Figure 1. Clock nets.
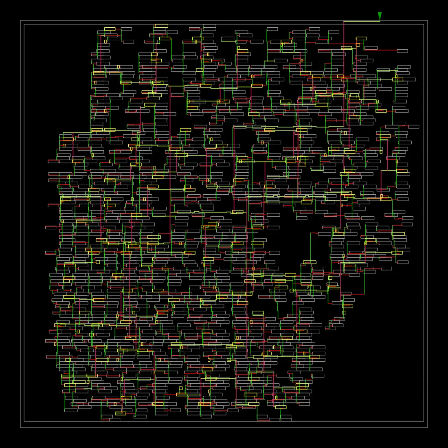
Figure 2. Signal wires by layer.
Drawn at 1 px/um. Only two layers are drawn.
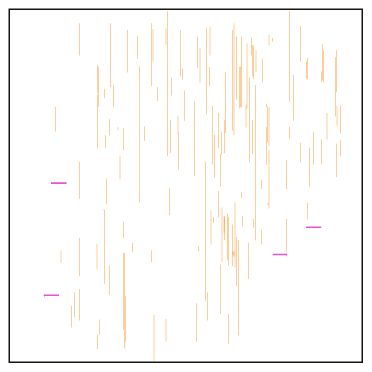
Figure 3. Ports around the boundary.
Drawn at 1 px/um. Pins as bars across the die edge, other pins in grey.
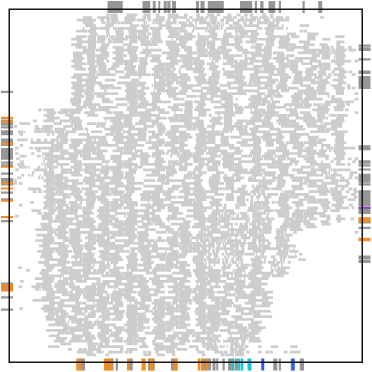
Figure 4. Metal 4.
Drawn at 1 px/um.
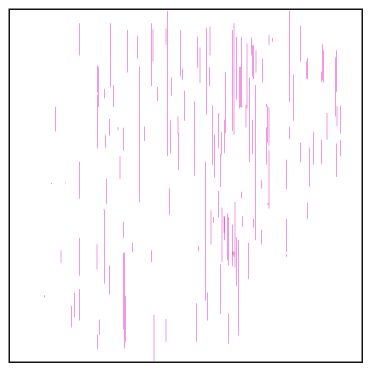
==> src/rtl/reorder_buffer.sv <==
// In-order-commit reorder buffer: tags issued instructions, collects out-of-order
// writebacks, retires the head one per cycle and redirects on a mispredicted branch.
module reorder_buffer #(
   parameter int DEPTH = 16
) (
   input  logic        clk,
   input  logic        rst,
   input  logic        rdy,
   input  logic        issue_valid,
   input  logic [4:0]  issue_rd,
   input  logic        issue_is_br,
   output logic        full,
   output logic [3:0]  issue_tag,
   output logic        rf_in_flag,
   output logic [4:0]  rf_in_a,
   output logic [3:0]  rf_in_rob,
   input  logic        wb_valid,
   input  logic [3:0]  wb_tag,
   input  logic [31:0] wb_val,
   input  logic        wb_mispred,
   input  logic [31:0] wb_target,
   input  logic [3:0]  q1_tag,
   input  logic [3:0]  q2_tag,
   output logic        q1_ready,
   output logic        q2_ready,
   output logic [31:0] q1_val,
   output logic [31:0] q2_val,
   output logic        rf_out_flag,
   output logic [4:0]  rf_out_a,
   output logic [31:0] rf_out_val,
   output logic [3:0]  rf_out_rob,
   output logic        flush,
   output logic [31:0] flush_pc
);

   // Storage spans the full 4-bit tag space; slots at or above DEPTH never become busy.
   localparam int NTAG = 16;

   logic [NTAG-1:0] busy_q, busy_d;
   logic [NTAG-1:0] done_q, done_d;
   logic [3:0]      head_q, head_d;
   logic [3:0]      tail_q, tail_d;
   logic [4:0]      count_q, count_d;

   logic [4:0]      rd_q     [NTAG];
   logic            br_q     [NTAG];
   logic [31:0]     val_q    [NTAG];
   logic            mp_q     [NTAG];
   logic [31:0]     tgt_q    [NTAG];

   logic            rf_out_flag_q, rf_out_flag_d;
   logic [4:0]      rf_out_a_q, rf_out_a_d;
   logic [31:0]     rf_out_val_q, rf_out_val_d;
   logic [3:0]      rf_out_rob_q, rf_out_rob_d;
   logic            flush_q, flush_d;
   logic [31:0]     flush_pc_q, flush_pc_d;

   logic            commit, flush_gen, accept, wb_en;
   logic            q1_hit, q2_hit;

   function automatic logic [3:0] wrap_inc(input logic [3:0] idx);
      return (idx == 4'(DEPTH - 1)) ? 4'd0 : idx + 4'd1;
   endfunction

   assign full      = (count_q == 5'(DEPTH));
   assign commit    = rdy && busy_q[head_q] && done_q[head_q];
   assign flush_gen = commit && br_q[head_q] && mp_q[head_q];
   assign accept    = issue_valid && !full && rdy && !flush_gen;
   assign wb_en     = wb_valid && rdy && busy_q[wb_tag];

   assign issue_tag  = tail_q;
   assign rf_in_flag = accept && (issue_rd != 5'd0);
   assign rf_in_a    = issue_rd;
   assign rf_in_rob  = tail_q;

   // Same-cycle writeback is forwarded to queries regardless of entry state.
   always_comb begin
      q1_hit   = wb_valid && (wb_tag == q1_tag);
      q2_hit   = wb_valid && (wb_tag == q2_tag);
      q1_ready = q1_hit || (busy_q[q1_tag] && done_q[q1_tag]);
      q2_ready = q2_hit || (busy_q[q2_tag] && done_q[q2_tag]);
      q1_val   = q1_hit ? wb_val : (q1_ready ? val_q[q1_tag] : 32'd0);
      q2_val   = q2_hit ? wb_val : (q2_ready ? val_q[q2_tag] : 32'd0);
   end

   always_comb begin
      busy_d        = busy_q;
      done_d        = done_q;
      head_d        = head_q;
      tail_d        = tail_q;
      count_d       = count_q;
      rf_out_flag_d = rf_out_flag_q;
      rf_out_a_d    = rf_out_a_q;
      rf_out_val_d  = rf_out_val_q;
      rf_out_rob_d  = rf_out_rob_q;
      flush_d       = flush_q;
      flush_pc_d    = flush_pc_q;
      if (rdy) begin
         rf_out_flag_d = 1'b0;
         flush_d       = 1'b0;
         if (wb_en) begin
            done_d[wb_tag] = 1'b1;
         end
         if (accept) begin
            busy_d[tail_q] = 1'b1;
            done_d[tail_q] = 1'b0;
            tail_d         = wrap_inc(tail_q);
         end
         // Commit is applied after writeback so a retiring head is always freed.
         if (commit) begin
            busy_d[head_q] = 1'b0;
            done_d[head_q] = 1'b0;
            head_d         = wrap_inc(head_q);
            rf_out_flag_d  = (rd_q[head_q] != 5'd0);
            rf_out_a_d     = rd_q[head_q];
            rf_out_val_d   = val_q[head_q];
            rf_out_rob_d   = head_q;
         end
         if (accept && !commit) begin
            count_d = count_q + 5'd1;
         end else if (commit && !accept) begin
            count_d = count_q - 5'd1;
         end
         if (flush_gen) begin
            busy_d     = '0;
            done_d     = '0;
            head_d     = 4'd0;
            tail_d     = 4'd0;
            count_d    = 5'd0;
            flush_d    = 1'b1;
            flush_pc_d = tgt_q[head_q];
         end
      end
   end

   always_ff @(posedge clk or negedge rst) begin
      if (!rst) begin
         busy_q        <= '0;
         done_q        <= '0;
         head_q        <= 4'd0;
         tail_q        <= 4'd0;
         count_q       <= 5'd0;
         rf_out_flag_q <= 1'b0;
         rf_out_a_q    <= 5'd0;
         rf_out_val_q  <= 32'd0;
         rf_out_rob_q  <= 4'd0;
         flush_q       <= 1'b0;
         flush_pc_q    <= 32'd0;
      end else begin
         busy_q        <= busy_d;
         done_q        <= done_d;
         head_q        <= head_d;
         tail_q        <= tail_d;
         count_q       <= count_d;
         rf_out_flag_q <= rf_out_flag_d;
         rf_out_a_q    <= rf_out_a_d;
         rf_out_val_q  <= rf_out_val_d;
         rf_out_rob_q  <= rf_out_rob_d;
         flush_q       <= flush_d;
         flush_pc_q    <= flush_pc_d;
      end
   end

   // Payload is only meaningful while busy, so it carries no reset.
   always_ff @(posedge clk) begin
      if (accept) begin
         rd_q[tail_q] <= issue_rd;
         br_q[tail_q] <= issue_is_br;
      end
      if (wb_en) begin
         val_q[wb_tag] <= wb_val;
         mp_q[wb_tag]  <= wb_mispred;
         tgt_q[wb_tag] <= wb_target;
      end
   end

   assign rf_out_flag = rf_out_flag_q;
   assign rf_out_a    = rf_out_a_q;
   assign rf_out_val  = rf_out_val_q;
   assign rf_out_rob  = rf_out_rob_q;
   assign flush       = flush_q;
   assign flush_pc    = flush_pc_q;

endmodule

==> config.mk <==
export PLATFORM = sky130hd
export DESIGN_NAME = reorder_buffer
export DESIGN_NICKNAME = d
export VERILOG_FILES = /design/src/rtl/reorder_buffer.sv
export SDC_FILE = /design/constraint.sdc
export NUM_CORES = 2
export LEC_CHECK = 0
export CAP_MARGIN = 25
export CORE_MARGIN = 3
export CORE_UTILIZATION = 48
export DETAILED_ROUTE_END_ITERATION = 8
export HOLD_SLACK_MARGIN = 0.02
export PLACE_DENSITY = 0.72
export SLEW_MARGIN = 10
export SYNTH_ARGS = -nofsm -noshare
export SYNTH_HDL_FRONTEND = slang
export SYNTH_SLANG_ARGS = --single-unit
==> constraint.sdc <==
create_clock -name clk -period 8 [get_ports clk]
set_clock_uncertainty 0.05 [all_clocks]
set_input_delay 0.8 -clock clk [delete_from_list [all_inputs] [get_ports clk]]
set_output_delay 0.8 -clock clk [all_outputs]
set_load 0.03 [all_outputs]
==> results.txt <==
run results: status=finished, final reports clean, Rows=between 100 and 150, Area contributors post-synth=edfxtp_1 60%, mux4_2 27%, dfrtp_1 5.2%, mux2_2 1.5%, buf_2 0.77%, Setup TNS Final=0 ns, part of the power in registers=0.399, gpl congestion=0.848, vias in the first global route=about 32,000, first-pass GRT wire length=223 mm, Unique cell types=60, total design power=between 15,000 and 20,000 uW, root buf cell=clkbuf_16, flop2flop setup slack=roughly 3.2 ns, Initial DRC Count=roughly 3,700, cell total in the yosys stat output=2,742, sw power=6010 uW, worst hold path class=in -> async, Async SR Flop Fraction=0.0955, Util after Layout=0.558, worst-path maximum fanout=59, Avg Cell Area, Syn=20.9 um2, dominant logic cell type in the layout=edfxtp_1, Tcrit/Tclk final=0.692, Yosys top cell by area=edfxtp_1, Tool Warnings=37, Setup Viol. Count Final=0, initial antenna violation count=10, register area=between 0.03 and 0.04 mm2, Post-DP HPWL=85.0 mm, CP peak stage delay=between 0.7 and 0.8 ns, Final Max Tran Viols=0, logic gate share of total power=0.293, Worst EP arrival=around 4.7 ns, crit path cell chain=buf_4 -> nor3b_1 -> o211ai_1 -> o2111a_1 -> nand4_2 -> nor2_4 -> nor2_1 -> clkdlybuf4s50_1, Top cells excl fill/tap=1,136 x edfxtp_1, 687 x mux4_2, 234 x clkdlybuf4s50_1, 132 x clkbuf_16, 117 x dfrtp_1, crit start category=flip-flop, EDFF count, synth=about 1,100, clock-pin slew on the worst setup and hold paths=about 0.060 ns, syn nets=approximately 2,800, clock share of power=0.308, Post-CTS Resized=0, Final #Nets=between 3,000 and 4,000, # fillers=8,585, final antenna-violating net count=0, worst reg2reg startpoint=head_q[1]$_DFFE_PN0P_, largest net degree at the start of global routing=approximately 120, yosys stat chip area=0.0573 mm2, CTS tree=yes, maximum clock insertion buffer count=3, FP Core Util=0.485, f_max=181 MHz, DRC violations left=0, full die area=0.124 mm2, VDD IR max=~0.26 mV, Top cell area share=0.595, area grow syn2layout=15.2%, Core Region=about 0.12 mm2, P_leak=between 0.02 and 0.025 uW, Max-slew headroom=0.268, reg2reg end=rd_q[9][3]$_DFFE_PP_, Ys Warns=0, GR Overflow Total=0, Synthesized registers=between 1,000 and 1,500, post-synthesis sequential area ratio=0.647, ratio of cells with drive above 1 in the final layout=0.348, H-tree depth=4, CP Capture Type=primary output, synthesized instance count=around 2,700, RSZ-0062 raised after global routing=no, Final Hold Fails=0, CP required=about 7.2 ns, cts hold-fix bufs=0, Slowest cell on crit path=buf_4, Cell Area, Synth=roughly 0.057 mm2, vias per inst=about 6.7, Min Hold Slack=0.0944 ns, final worst path period need=around 5.5 ns, logic area=0.0192 mm2, postcts setup bufs=0, Max Cap Viol=0, DRT Pass-1 Iters=6, Ports=244, P_int=13,900 uW, cell depth of the worst flop-to-flop path=8, Most common reg cell=edfxtp_1, worst slew pin tran=~1.1 ns, critical path class=reg -> out, Sw Ratio=0.302, P per Cell Area=between 300 and 400 mW/mm2
Notes on Figure 1 above:
P_clk: 6140 uW
Flops: 1,256
clk latency late pin: 0.75 ns
CTS Sinks: 1,256
Num CTS Buffers: 131

Notes on Figure 2 above:
- metal 5: magenta (wire length 54.3 um)
- metal 4: orange (wire length 4,990 um)
GR Util All Layers: 0.249
via count: 31,048
WL/cell: 32.7 um
final wirelength: 151 mm

Notes on Figure 3 above:
- `rf_out_a`: cyan (pins 5; direction output; edge bottom)
- `wb_valid`: purple (pins 1; direction input; edge right)
- `flush_pc`: orange (pins 32; direction output; edge 17 bottom, 11 left, 4 right)
- `issue_tag`: blue (pins 4; direction output; edge bottom)
die width: 352 um
I/O Buffers: 243
Die Ht: 352 um

Notes on Figure 4 above:
- wire length on this layer: 4,990 um
- nets with wire on the layer: 83

==> cell families after synthesis <==
group	count (synthesis)	share of synthesized area
AOI/OAI and AO/OA	165	0.0179
DFF	1256	0.647
and+or+nand+nor	283	0.0249
muxes	770	0.286
xor gates and xnor gates	11	0.00168
adders and majority gates	13	0.00297
buffers and inverters	244	0.0191
==> critical path, delay by kind of cell (launching register included) <==
kind,cells,cell delay (ns)
compound gates,2,0.44
buf+inv,2,1.41
simple gates,4,1.35
flops,1,0.73
==> metal layers <==
layer | global-route usage | wire length (um) | up-vias
met5 | 0 | 54 | -
met4 | 0.0872 | 4990 | 8
met3 | 0.0539 | 14300 | 319
met2 | 0.402 | 75000 | 1837
met1 | 0.341 | 57000 | 16590
li1 | - | - | 12294
==> synth_stat cells, drive strengths merged (8+ instances only) <==
master and n:
a211oi 13, clkbuf 94, mux4 687, nor2 39, ha 12, nand2b 69, dfrtp 120, a21oi 11
a311oi 8, buf 123, edfxtp 1136, a221oi 11, nand3 22, mux2 74, inv 27, mux2i 9
nand2 108, o21ai 90
==> how the worst max path moves through the flow <==
stage,from,endpoint,slack (ns),cells after the start
2_1_floorplan,wb_tag[0],done_q[13]$_DFFE_PN0P_,0.89,6
3_3_place_gp,q2_tag[0],q2_val[21],2.76,7
3_5_place_dp,q2_tag[0],q2_val[21],2.75,7
4_1_cts,head_q[1]$_DFFE_PN0P_,rf_in_flag,2.25,8
5_1_grt,head_q[0]$_DFFE_PN0P_,rf_in_flag,2.09,8
6_report,head_q[1]$_DFFE_PN0P_,rf_in_flag,2.46,8
==> registers in the layout, indices dropped and copies added (netlist names) <==
register and cells:
rf_out_rob 4, br_q 16, issue_tag 4, busy_q 16, count_q 5, flush 1
rd_q 80, mp_q 16, rf_out_val 32, flush_pc 32, val_q 512, rf_out_flag 1
rf_out_a 5, head_q 4, tgt_q 512, done_q 16
==> power groups by stage <==
stage	sequential, uW	combinational (uW)	clock, uW
after floorplan	8240	3750	0
after detailed placement	8120	5760	0
final	7940	5840	6140
after CTS	7990	5780	6240
after global placement	8100	5680	0
after global routing	7980	6170	6510
==> cell type report <==
cell class                 instances  area share
multi-input combinational       1242       0.292
antenna                            5    0.000189
inverter                          27     0.00165
tap                             1536      0.0291
sequential                      1256       0.562
clock buffer                     163      0.0530
timing repair buffer             317      0.0493
clock inverter                    79      0.0129
==> per-stage QoR <==
step | area (um2) | setup WS [ns] | std cells
3_3_place_gp | 61400 | 2.76 | 4367
4_1_cts | 65800 | 2.25 | 4613
2_1_floorplan | 57300 | 0.895 | 2742
3_5_place_dp | 61500 | 2.75 | 4371
6_report | 66000 | 2.46 | 4625
5_1_grt | 66000 | 2.09 | 4622
Power and IR drop assume default switching activity.
